===== config.mk =====
export PLATFORM = sky130hd
export DESIGN_NAME = mem_access_unit
export DESIGN_NICKNAME = d
export VERILOG_FILES = /design/src/rtl/mem_access_unit.sv
export SDC_FILE = /design/constraint.sdc
export NUM_CORES = 1
export LEC_CHECK = 0
export CAP_MARGIN = 20
export CORE_MARGIN = 5
export CORE_UTILIZATION = 45
export CTS_CLUSTER_SIZE = 8
export DETAILED_ROUTE_END_ITERATION = 10
export GPL_TIMING_DRIVEN = 0
export PLACE_DENSITY_LB_ADDON = 0.05
export SYNTH_ARGS = -nofsm -noshare
export SYNTH_HDL_FRONTEND = slang
export SYNTH_SLANG_ARGS = --single-unit

===== constraint.sdc =====
create_clock -name clk -period 5.05 [get_ports clk]
set_clock_uncertainty 0.15 [all_clocks]
set_input_delay 0.7575 -clock clk [delete_from_list [all_inputs] [get_ports clk]]
set_output_delay 0.7575 -clock clk [all_outputs]
set_load 0.005 [all_outputs]

===== src/rtl/mem_access_unit.sv =====
// mem_access_unit: load/store unit for the memory-access step of a multicycle core.
// It accepts one load or store request and formats byte, half and word data. It runs a
// single access to data memory, which may insert wait states. It returns extended load
// data, a done pulse, or a fault pulse with a code.
//
// Handshake semantics (both sides):
//   - Request side: a request is taken on a rising edge where i_req_valid && o_req_ready.
//     o_req_ready is high only in IDLE. i_req_valid in any other state is ignored.
//   - Memory side: o_mem_valid is held high with o_mem_we/addr/wdata/be stable until the
//     first rising edge where i_mem_ready is high, or until the wait budget runs out.
//     i_mem_rdata is sampled on that same edge for loads.
module mem_access_unit #(
  parameter int ADDR_WIDTH = 32,
  parameter int TIMEOUT    = 255
) (
  input  logic                  clk,
  input  logic                  arst,
  input  logic                  i_req_valid,
  input  logic                  i_req_write,
  input  logic [ADDR_WIDTH-1:0] i_addr,
  input  logic [31:0]           i_wdata,
  input  logic [2:0]            i_func_3,
  output logic                  o_req_ready,
  output logic                  o_done,
  output logic [31:0]           o_rdata,
  output logic                  o_fault,
  output logic [1:0]            o_fault_code,
  output logic                  o_mem_valid,
  output logic                  o_mem_we,
  output logic [ADDR_WIDTH-1:0] o_mem_addr,
  output logic [31:0]           o_mem_wdata,
  output logic [3:0]            o_mem_be,
  input  logic                  i_mem_ready,
  input  logic [31:0]           i_mem_rdata,
  output logic [1:0]            o_dbg_state
);

  localparam logic [1:0] S_IDLE   = 2'd0;
  localparam logic [1:0] S_ACCESS = 2'd1;
  localparam logic [1:0] S_RESP   = 2'd2;

  localparam logic [1:0] FC_MISALIGNED = 2'b01;
  localparam logic [1:0] FC_ILLEGAL    = 2'b10;
  localparam logic [1:0] FC_TIMEOUT    = 2'b11;

  // Last wait-counter value before the access is abandoned.
  localparam logic [7:0] TO_LAST = 8'(TIMEOUT - 1);

  logic [1:0]            r_state;
  logic [7:0]            r_cnt;
  logic [1:0]            r_off;
  logic [2:0]            r_func_3;
  logic                  r_done;
  logic                  r_fault;
  logic [1:0]            r_fault_code;
  logic [31:0]           r_rdata;
  logic                  r_mem_valid;
  logic                  r_mem_we;
  logic [ADDR_WIDTH-1:0] r_mem_addr;
  logic [31:0]           r_mem_wdata;
  logic [3:0]            r_mem_be;

  logic                  w_illegal;
  logic                  w_misaligned;
  logic [31:0]           w_st_wdata;
  logic [3:0]            w_st_be;
  logic [31:0]           w_shifted;
  logic [31:0]           w_ld_data;

  // Classify the incoming request: bad func_3 encoding, or address not aligned to size.
  always_comb begin
    w_illegal = 1'b0;
    if (i_req_write) begin
      w_illegal = !(i_func_3 == 3'b000 || i_func_3 == 3'b001 || i_func_3 == 3'b010);
    end else begin
      w_illegal = (i_func_3 == 3'b011 || i_func_3 == 3'b110 || i_func_3 == 3'b111);
    end
    w_misaligned = ((i_func_3[1:0] == 2'b01) && i_addr[0]) ||
                   ((i_func_3[1:0] == 2'b10) && (i_addr[1:0] != 2'b00));
  end

  // Replicate store data across lanes and select the byte enables.
  always_comb begin
    w_st_wdata = i_wdata;
    w_st_be    = 4'b1111;
    if (i_req_write) begin
      case (i_func_3[1:0])
        2'b00: begin
          w_st_wdata = {4{i_wdata[7:0]}};
          w_st_be    = 4'b0001 << i_addr[1:0];
        end
        2'b01: begin
          w_st_wdata = {2{i_wdata[15:0]}};
          w_st_be    = i_addr[1] ? 4'b1100 : 4'b0011;
        end
        default: begin
          w_st_wdata = i_wdata;
          w_st_be    = 4'b1111;
        end
      endcase
    end
  end

  // Align the returned word to the addressed byte, then sign- or zero-extend.
  always_comb begin
    w_shifted = i_mem_rdata >> {r_off, 3'b000};
    case (r_func_3)
      3'b000:  w_ld_data = {{24{w_shifted[7]}}, w_shifted[7:0]};
      3'b001:  w_ld_data = {{16{w_shifted[15]}}, w_shifted[15:0]};
      3'b100:  w_ld_data = {24'd0, w_shifted[7:0]};
      3'b101:  w_ld_data = {16'd0, w_shifted[15:0]};
      default: w_ld_data = w_shifted;
    endcase
  end

  // Control FSM with request latching, wait-state counting, and result/fault registers.
  always_ff @(posedge clk or posedge arst) begin
    if (arst) begin
      r_state      <= S_IDLE;
      r_cnt        <= 8'd0;
      r_off        <= 2'd0;
      r_func_3     <= 3'd0;
      r_done       <= 1'b0;
      r_fault      <= 1'b0;
      r_fault_code <= 2'd0;
      r_rdata      <= 32'd0;
      r_mem_valid  <= 1'b0;
      r_mem_we     <= 1'b0;
      r_mem_addr   <= '0;
      r_mem_wdata  <= 32'd0;
      r_mem_be     <= 4'd0;
    end else begin
      r_done  <= 1'b0;
      r_fault <= 1'b0;
      case (r_state)
        S_IDLE: begin
          if (i_req_valid) begin
            if (w_illegal) begin
              r_fault      <= 1'b1;
              r_fault_code <= FC_ILLEGAL;
            end else if (w_misaligned) begin
              r_fault      <= 1'b1;
              r_fault_code <= FC_MISALIGNED;
            end else begin
              r_off       <= i_addr[1:0];
              r_func_3    <= i_func_3;
              r_mem_we    <= i_req_write;
              r_mem_addr  <= {i_addr[ADDR_WIDTH-1:2], 2'b00};
              r_mem_wdata <= w_st_wdata;
              r_mem_be    <= w_st_be;
              r_mem_valid <= 1'b1;
              r_cnt       <= 8'd0;
              r_state     <= S_ACCESS;
            end
          end
        end
        S_ACCESS: begin
          if (i_mem_ready) begin
            if (!r_mem_we) begin
              r_rdata <= w_ld_data;
            end
            r_mem_valid <= 1'b0;
            r_done      <= 1'b1;
            r_state     <= S_RESP;
          end else if (r_cnt == TO_LAST) begin
            r_mem_valid  <= 1'b0;
            r_fault      <= 1'b1;
            r_fault_code <= FC_TIMEOUT;
            r_state      <= S_IDLE;
          end else begin
            r_cnt <= r_cnt + 8'd1;
          end
        end
        S_RESP: begin
          r_state <= S_IDLE;
        end
        default: begin
          r_state <= S_IDLE;
        end
      endcase
    end
  end

  assign o_req_ready  = (r_state == S_IDLE);
  assign o_done       = r_done;
  assign o_rdata      = r_rdata;
  assign o_fault      = r_fault;
  assign o_fault_code = r_fault_code;
  assign o_mem_valid  = r_mem_valid;
  assign o_mem_we     = r_mem_we;
  assign o_mem_addr   = r_mem_addr;
  assign o_mem_wdata  = r_mem_wdata;
  assign o_mem_be     = r_mem_be;
  assign o_dbg_state  = r_state;

endmodule


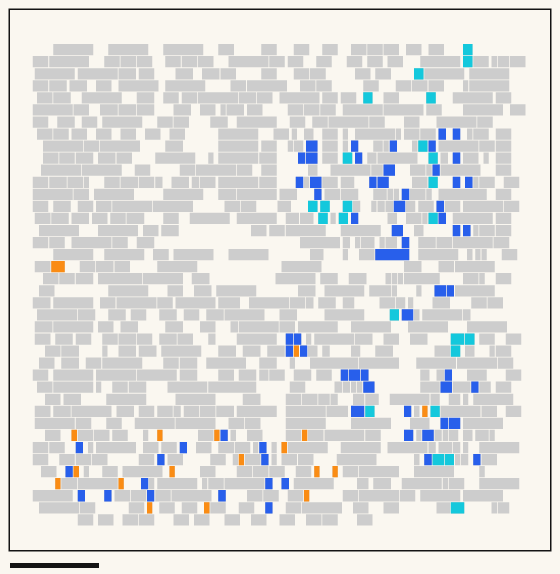
Figure 1: selected gate families.
Scale bar: 20 µm.
| colour | family | cells | most used |
|---|---|---|---|
| orange | inverters | 18 | inv_1 |
| cyan | AND and OR gates | 24 | and2_1 |
| blue | inverting AOI/OAI gates | 66 | o21ai_0 |

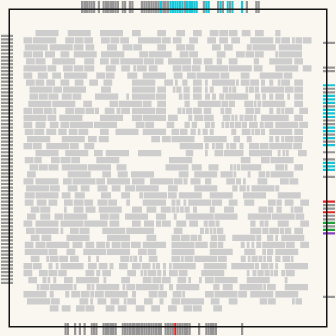
Figure 2: I/O pins on the die edge.
Pins as bars across the die edge, other pins in grey.
| colour | port | pins | direction | edge |
|---|---|---|---|---|
| red | `i_func_3` | 3 | input | 2 right, 1 bottom |
| green | `o_dbg_state` | 2 | output | right |
| purple | `o_mem_valid` | 1 | output | right |
| cyan | `i_mem_rdata` | 32 | input | 18 top, 14 right |

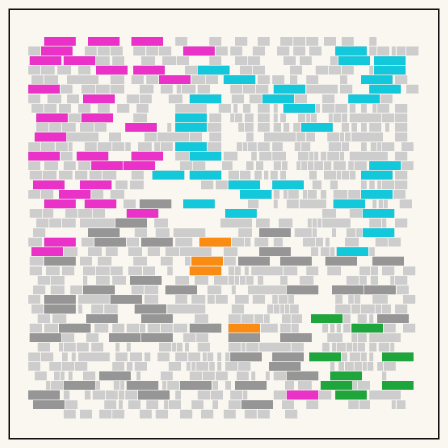
Figure 3: register map, names as in the netlist.
Other sequential cells in the stronger grey, the rest of the logic in the fainter grey.
| colour | signal | placed flops |
|---|---|---|
| orange | `o_mem_be` | 4 |
| magenta | `o_mem_addr` | 30 |
| green | `r_cnt` | 8 |
| cyan | `o_rdata` | 32 |
power in sequential cells: 1.52 mW
share of the final layout cell area in sequential cells: 34.7%

==> impl_summary.log <==
[flow] summary of implementation run
INFO  metric final_hold_fails = 0
INFO  metric tritoncts.num_buffers = 17
INFO  metric grt_remaining_overflow = 0
INFO  metric die.size.x = 122 µm
INFO  metric chip_area = 14800 µm²
INFO  metric detail_route.drc_violations = 0
INFO  metric grt_pass1_vias = 4954
INFO  metric die.size.y = between 100 and 150 µm
INFO  metric yosys.area.top_type = sky130_fd_sc_hd__dfrtp_1
INFO  metric final_nets = 812
INFO  metric initialDrtViolationCount = 275
INFO  metric cts.htree.levels = 4
INFO  metric netlist_top_cells_count = 119 x sky130_fd_sc_hd__dfrtp_1, 75 x sky130_fd_sc_hd__mux2_2, 39 x sky130_fd_sc_hd__mux2i_1
INFO  metric status = finished, final reports clean
INFO  metric max-vdd-ir-drop = 0.330 mV
INFO  metric cp-endpoint = o_mem_wdata[27]
INFO  metric fin_crit_share = 53.4%
INFO  metric yosys.area_share.simple = 9.40%
INFO  metric tool_warnings = 27
INFO  metric worst_hold_startpoint = o_mem_valid
INFO  metric io_pins = 213
INFO  metric crit-reg2reg-capture = o_mem_be[2]
INFO  metric diodes = 0
INFO  metric drt.antenna.violating_nets = 0
INFO  metric layout_top_cell = sky130_fd_sc_hd__clkdlybuf4s50_1
INFO  metric hold_path_depth = 1
INFO  metric grt_antenna_before_repair = 0
INFO  metric synthTopLogicFamily = multiplexers
INFO  metric wl_met2 = 8310 µm
INFO  metric wl_met3 = 1640 µm
INFO  metric ys_top_cells_by_area = sky130_fd_sc_hd__dfrtp_1 53%, sky130_fd_sc_hd__mux2_2 15%, sky130_fd_sc_hd__mux2i_1 6.9%
INFO  metric viasPerCell = 5.11
INFO  metric cts_hold_repair.buffers = 0
INFO  metric power.switching_fraction = 28.1%
INFO  metric grt.total_usage = 22.9%
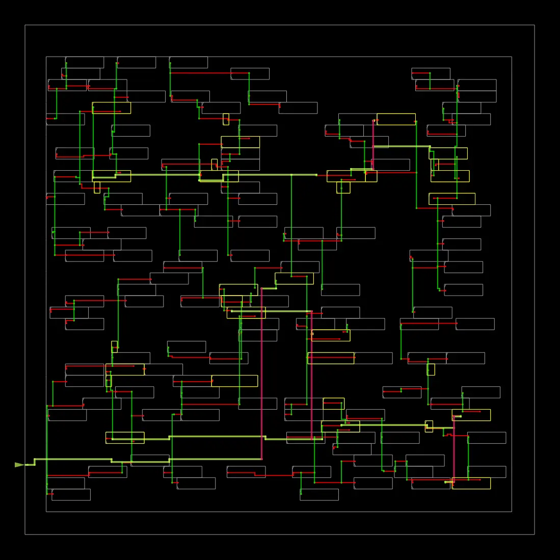
Figure 4: clock wiring as the flow saved it.
clock buf count: 24
power consumed by the clock network: 1.22 mW

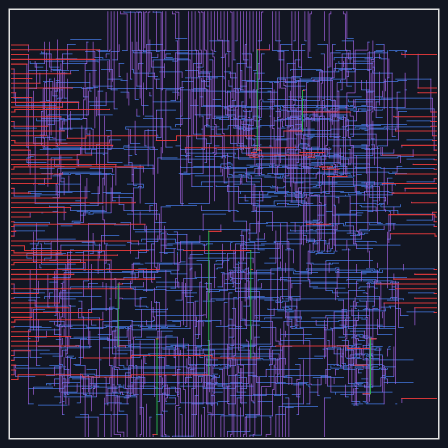
Figure 5: routed metal, one colour a layer.
| colour | layer | wire length |
|---|---|---|
| red | met3 | 1640 µm |
| blue | met1 | 6260 µm |
| purple | met2 | 8310 µm |
| green | met4 | 172 µm |

## through the flow
step                setup TNS [ns]  total power [mW]  worst slack (ns)  area, µm²  utilization [%]
finish                           0              4.36              2.35       8570             70.8
global placement            -84.61              3.11            -0.720       7940             65.6
global route                     0              4.60              2.24       8570             70.8
floorplan                        0              2.17             0.985       5630                -
CTS                              0              4.40              2.39       8570             70.8
detailed placement               0              3.16              1.97       7980             65.9
## critical path, cell delays in order
cell and delay (ns):
sky130_fd_sc_hd__clkdlybuf4s50_1 0.53, sky130_fd_sc_hd__nor2b_1 0.15, sky130_fd_sc_hd__buf_2 0.24, sky130_fd_sc_hd__clkbuf_1 0.37, sky130_fd_sc_hd__clkbuf_1 0.42, sky130_fd_sc_hd__nand2_1 0.14, sky130_fd_sc_hd__o21ai_0 0.12, sky130_fd_sc_hd__mux2i_1 0.10
Power is estimated from default activity; no workload was simulated.
